Design freelist_checkpoint_ctrl, sky130hd; sources not shown.
Run 1, selected gate families:
Bar = 20 µm.
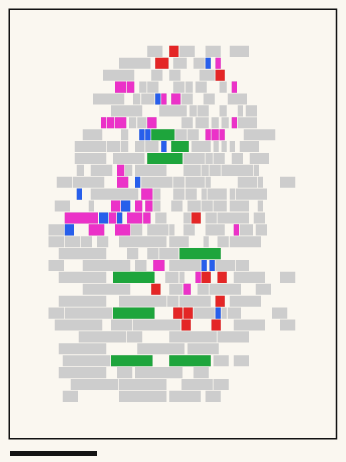
| color | family | cells |
|---|---|---|
| red | and/or cells | 12 |
| blue | nand cells | 14 |
| green | mux cells | 8 |
| magenta | nor cells | 30 |
combinational share of cell area: 0.367
Layout Cells excl Fill: 302
most numerous logic cell after layout: buf_4

Run 1, cell placement:
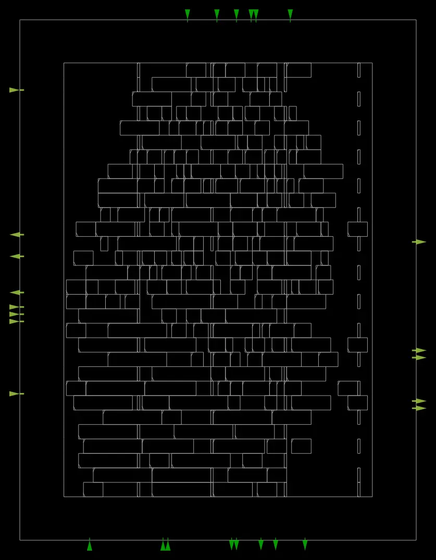
flip-flops: 42
row cnt: 30

Run 1, clock network drawn from the DEF:
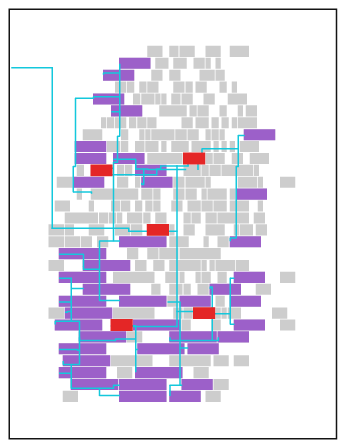
[red] clock-net drivers | count: 5
[cyan] clock wires | length: 511 µm
[purple] flip-flops | count: 42
routed clock nets: 6
Clock net power: 0.436 mW
clock network fraction of total power: 0.397
worst skew pair latency: 0.30 ns

==> results.yml, run 1 <==
# yosys + openroad results
run_status:
  outcome: "complete, no violations"
logic_synthesis:
  ff_type: "dfxtp_1"
  ys_area_um2: 2150
  ys_sh_xor: 0.0325
  ys_cells: 185
  synth_cells: 185
  async_flop_share: 0
  postSynthAreaPerCell_um2: 11.6
  largest_area_cell: "edfxtp_1"
  ys_warn_count: 0
  syn_area_um2: 2150
  synth_cell_type_count: 36
  topCellsByArea: "edfxtp_1, dfxtp_1, ha_1"
  ys_seq_share: 0.483
  ys_sh_mux: 0.0836
  synthAoiAreaFrac: 0.0958
  topCombFamilyByArea: "simple AND/OR/NAND/NOR gates"
  adder_share: 0.109
  netlist_top_cells_count: "dfxtp_1, edfxtp_1, inv_1, a21oi_1, ha_1"
  synthSimpleGateAreaFrac: 0.150
  most_common_cell: "dfxtp_1"
  fp_nets: 216
  synth-seq-cells: 42
  top_area_frac: 0.279
  edf_count: 20
clock_tree:
  clock_path_buffers: 2
  cts.sinks: 42
  cts_tree: "done"
  holdBufCountCts: 0
  postCtsResizedCells: 1
  cts_inserted_buffers: 5
  cts.clk_slew.worst_paths_ns: 0.08
  root_buffer: "clkbuf_8"
  cts-htree-levels: 2
  postCtsSetupBuffers: 0
setup_path:
  cp_max_fo: 5
  r2r_setup_slack_ns: 0.36
  crit_type: "in -> reg"
  cp-end-kind: "register"
  critPathTopFamily: "adder cells"
  startpoint_type: "input port"
  critical_path_required_ns: 3.18
  crit_chain: "dlygate4sd2_1, mux2_2, a22o_4, or3_1, ha_1, inv_1, ha_1, inv_1, fa_1, xor2_1, xnor2_1, nor3_1"
  crit_cells: 12
  critPathSlowestCell: "mux2_2"
  cpPeakStageDelay_ns: 0.38
  cp.buffers_inverters: 3
  worstRegToRegCells: 11
  critical_path_arrival_ns: 3.05
power_and_ir_drop:
  p_switching_mw: 0.248
  powerComb_mw: 0.0936
  power_frac_comb: 0.085
  power-top-group: "sequential cells"
  p_int_mw: 0.851
  peakVddDrop_uv: 363
  power.leakage_nw: 1.11
  finalPower_mw: 1.10
  powerDensity_nw_per_um2: 397
  swShare: 0.225
  seq-power_mw: 0.569
  power_frac_seq: 0.518
cells_and_area:
  layout-drive-gt1-share: 0.181
  antennaDiodeCount: 0
  fin_nets: 268
  seqCellArea_um2: 1040
  n_fill_cell: 438
  largest_reg_flops: 20
  most-common-layout-cells: "buf_4, clkdlybuf4s50_1, dfxtp_1"
  area_growth_pct: 28.5
  postLayoutCellArea_um2: 2770
  final_util: 0.585
  logic_area_um2: 1020
routing:
  drtAntennaViolNets: 0
  drc: 0
  met1Wirelength_um: 1770
  avgRoutedWirePerCell_um: 14.5
  drt_iter0_drc: 76
  met2WireLength_um: 2270
  wirelength_um: 4360
  wl_met3_um: 219
  routed.top_layer: "met4"
  dr.pass1.iters: 4
  vias_per_cell: 5.08
  vias: 1533
global_route:
  use_met1: 0.149
  grt_max_degree: 17
  grt_pass1_vias: 1549
  gr-total-overflow: 0
  grt_pass1_wl_um: 7220
  grt_usage: 0.132
  met3_usage: 0.0390
  grt_antenna_before_repair: 0
  use_met2: 0.216
  top_usage_layer: "met2"
timing:
  timing.final.crit_share: 0.959
  setup_violations: 0
  hold_viol_final: 0
  rsz0062_at_grt: "no"
  worst_pin_slew_ns: 0.569
  tns_ns: 0
  slew_viol_final: 0
  max_slew_margin: 0.619
  holdWs_ns: 0.359
  fmax_mhz: 326
  min_period_ns: 3.07
die:
  die.size.y_um: 97.9
  fp_util: 0.456
  coreArea_um2: 4730
  ios: 27
  die_x_um: 74.5
  chip_area_um2: 7290
place:
  port_buffers: 26
  hpwl_um: 3340
  placed_area_um2: 2650
  place.gp.congestion: 0.892
min_path:
  min_path_cells: 2
  hold_class: "reg -> reg"
run:
  tool_warnings: 32
  drv_cap: 0
-- run 1: metrics by stage --
step | std cells | setup WS [ns]
floorplan | 185 | 0.0285
global placement | 294 | -0.382
detailed placement | 294 | -0.442
CTS | 302 | 0.0777
global route | 302 | 0.0399
finish | 302 | 0.130
-- run 1: logic make-up (layout without fill, tap and decap cells) --
family                   count (synthesis)  after routing
XOR/XNOR                                 8              8
buffers and inverters                   22             75
AND-OR/OR-AND                           32             32
adder cells (fa/ha/maj)                 17             17
multiplexers                             8              8
AND/OR/NAND/NOR                         56             56
flip-flops                              42             42
-- run 1: cell type report --
cell class	instances	share of cell area
clock inverter	3	0.0176
multi-input combinational	121	0.367
timing repair buffer	52	0.165
tap	64	0.0289
inverter	15	0.0203
sequential	42	0.376
clock buffer	5	0.0249
==> run 1 -> run 2 <==
--- a/config.mk
+++ b/config.mk
@@ -8,6 +8,7 @@
 export CORE_ASPECT_RATIO = 1.4
 export CORE_MARGIN = 8
 export CORE_UTILIZATION = 45
+export CTS_BUF_LIST = sky130_fd_sc_hd__clkbuf_8
 export DETAILED_ROUTE_END_ITERATION = 12
 export PLACE_DENSITY = 0.76
 export SLEW_MARGIN = 40
Run 2, clock network drawn from the DEF:
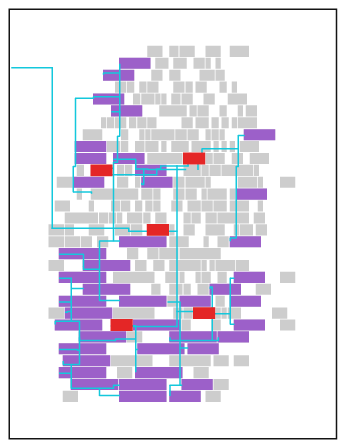
[purple] flip-flops | count: 42
[cyan] clock wires | length: 511 µm
[red] clock-net drivers | count: 5
routed clock nets: 6

==> run 2 against run 1 <==
  * Setup slack unchanged
  * Power is the same
  * Utilization unchanged
  * Sequential share of layout area did not move
  * Area after synthesis unchanged
  * Routed wire length unchanged
  * Sequential power about the same
  * Clock-buffer cell count unchanged
  * Maximum frequency is the same
  * Non-clock buffer count is the same
  * Largest power group unchanged
  * Via count did not move
  * Synthesized cell count is the same
==> results.yml, run 2 <==
# yosys + openroad results
logic_synthesis:
  edf_count: 20
  synthSimpleGateAreaFrac: 0.150
  ff_type: "dfxtp_1"
  ys_sh_xor: 0.0325
  ys_area_um2: 2150
  synth_cell_type_count: 36
  syn_area_um2: 2150
  ys_cells: 185
  ys_seq_share: 0.483
  largest_area_cell: "edfxtp_1"
  postSynthAreaPerCell_um2: 11.6
  fp_nets: 216
  topCellsByArea: "edfxtp_1, dfxtp_1, ha_1"
  adder_share: 0.109
  async_flop_share: 0
  synth_cells: 185
  ys_sh_mux: 0.0836
  synth-seq-cells: 42
run:
  drv_cap: 0
  tool_warnings: 32
routing:
  avgRoutedWirePerCell_um: 14.5
  vias_per_cell: 5.08
  vias: 1533
timing:
  hold_viol_final: 0
  max_slew_margin: 0.619
  tns_ns: 0
  worst_slack_ns: 0.130
  timing.final.crit_share: 0.959
  min_period_ns: 3.07
  worst_pin_slew_ns: 0.569
clock_tree:
  cts-htree-levels: 2
  cts_inserted_buffers: 5
  cts.sinks: 42
  cts.clk_slew.worst_paths_ns: 0.08
  postCtsSetupBuffers: 0
place:
  port_buffers: 26
  placed_cells: 294
  place_ws_ns: -0.442
cells_and_area:
  largest_reg_flops: 20
  postLayoutCellArea_um2: 2770
  area_growth_pct: 28.5
  fin_nets: 268
  n_fill_cell: 438
  most-common-layout-cells: "buf_4, clkdlybuf4s50_1, dfxtp_1"
  clkbuf_count: 5
  seq_cells: 42
  comb_area_share: 0.367
  final_util: 0.585
  logic_gate_count: 121
  layout-drive-gt1-share: 0.181
  clock_cell_area_share: 0.0425
global_route:
  grt_max_degree: 17
  use_met2: 0.216
  use_met1: 0.149
  grt_pass1_vias: 1549
  gr-total-overflow: 0
setup_path:
  crit_chain: "dlygate4sd2_1, mux2_2, a22o_4, or3_1, ha_1, inv_1, ha_1, inv_1, fa_1, xor2_1, xnor2_1, nor3_1"
  crit_type: "in -> reg"
  critPathSlowestCell: "mux2_2"
  critPathTopFamily: "adder cells"
  cp_max_fo: 5
  startpoint_type: "input port"
  cp.buffers_inverters: 3
die:
  chip_area_um2: 7290
  coreArea_um2: 4730
  fp_util: 0.456
power_and_ir_drop:
  peakVddDrop_uv: 363
  p_int_mw: 0.851
  powerDensity_nw_per_um2: 397
  swShare: 0.225
  power.leakage_nw: 1.11
  power_frac_seq: 0.518
run_status:
  outcome: "complete, no violations"
-- run 2: repair_timing --
item,in CTS,in global routing
hold buffers,0,0
resized,1,1
pin swaps,0,0
setup endpoints to repair,2,1
cloned,0,0
-- run 2: worst min-delay path, delay by kind of cell (launching register included) --
| family | cells | cell delay, ns |
|---|---|---|
| compound gates | 1 | 0.12 |
| simple gates | 1 | 0.05 |
| flops | 1 | 0.34 |
-- run 2: power groups by stage --
stage,Combinational [mW],Sequential [mW],Clock [mW]
floorplan,0.0472,0.583,0
global placement,0.0926,0.581,0
detailed placement,0.0943,0.581,0
CTS,0.0950,0.569,0.441
global route,0.103,0.570,0.464
finish,0.0936,0.569,0.436
-- run 2: layer usage --
metal  wire, µm  vias up
li1           -      775
met1       1770      714
met2       2270       34
met3        219       10
met4         97        0
met5          0        -
Power and IR drop assume default switching activity.
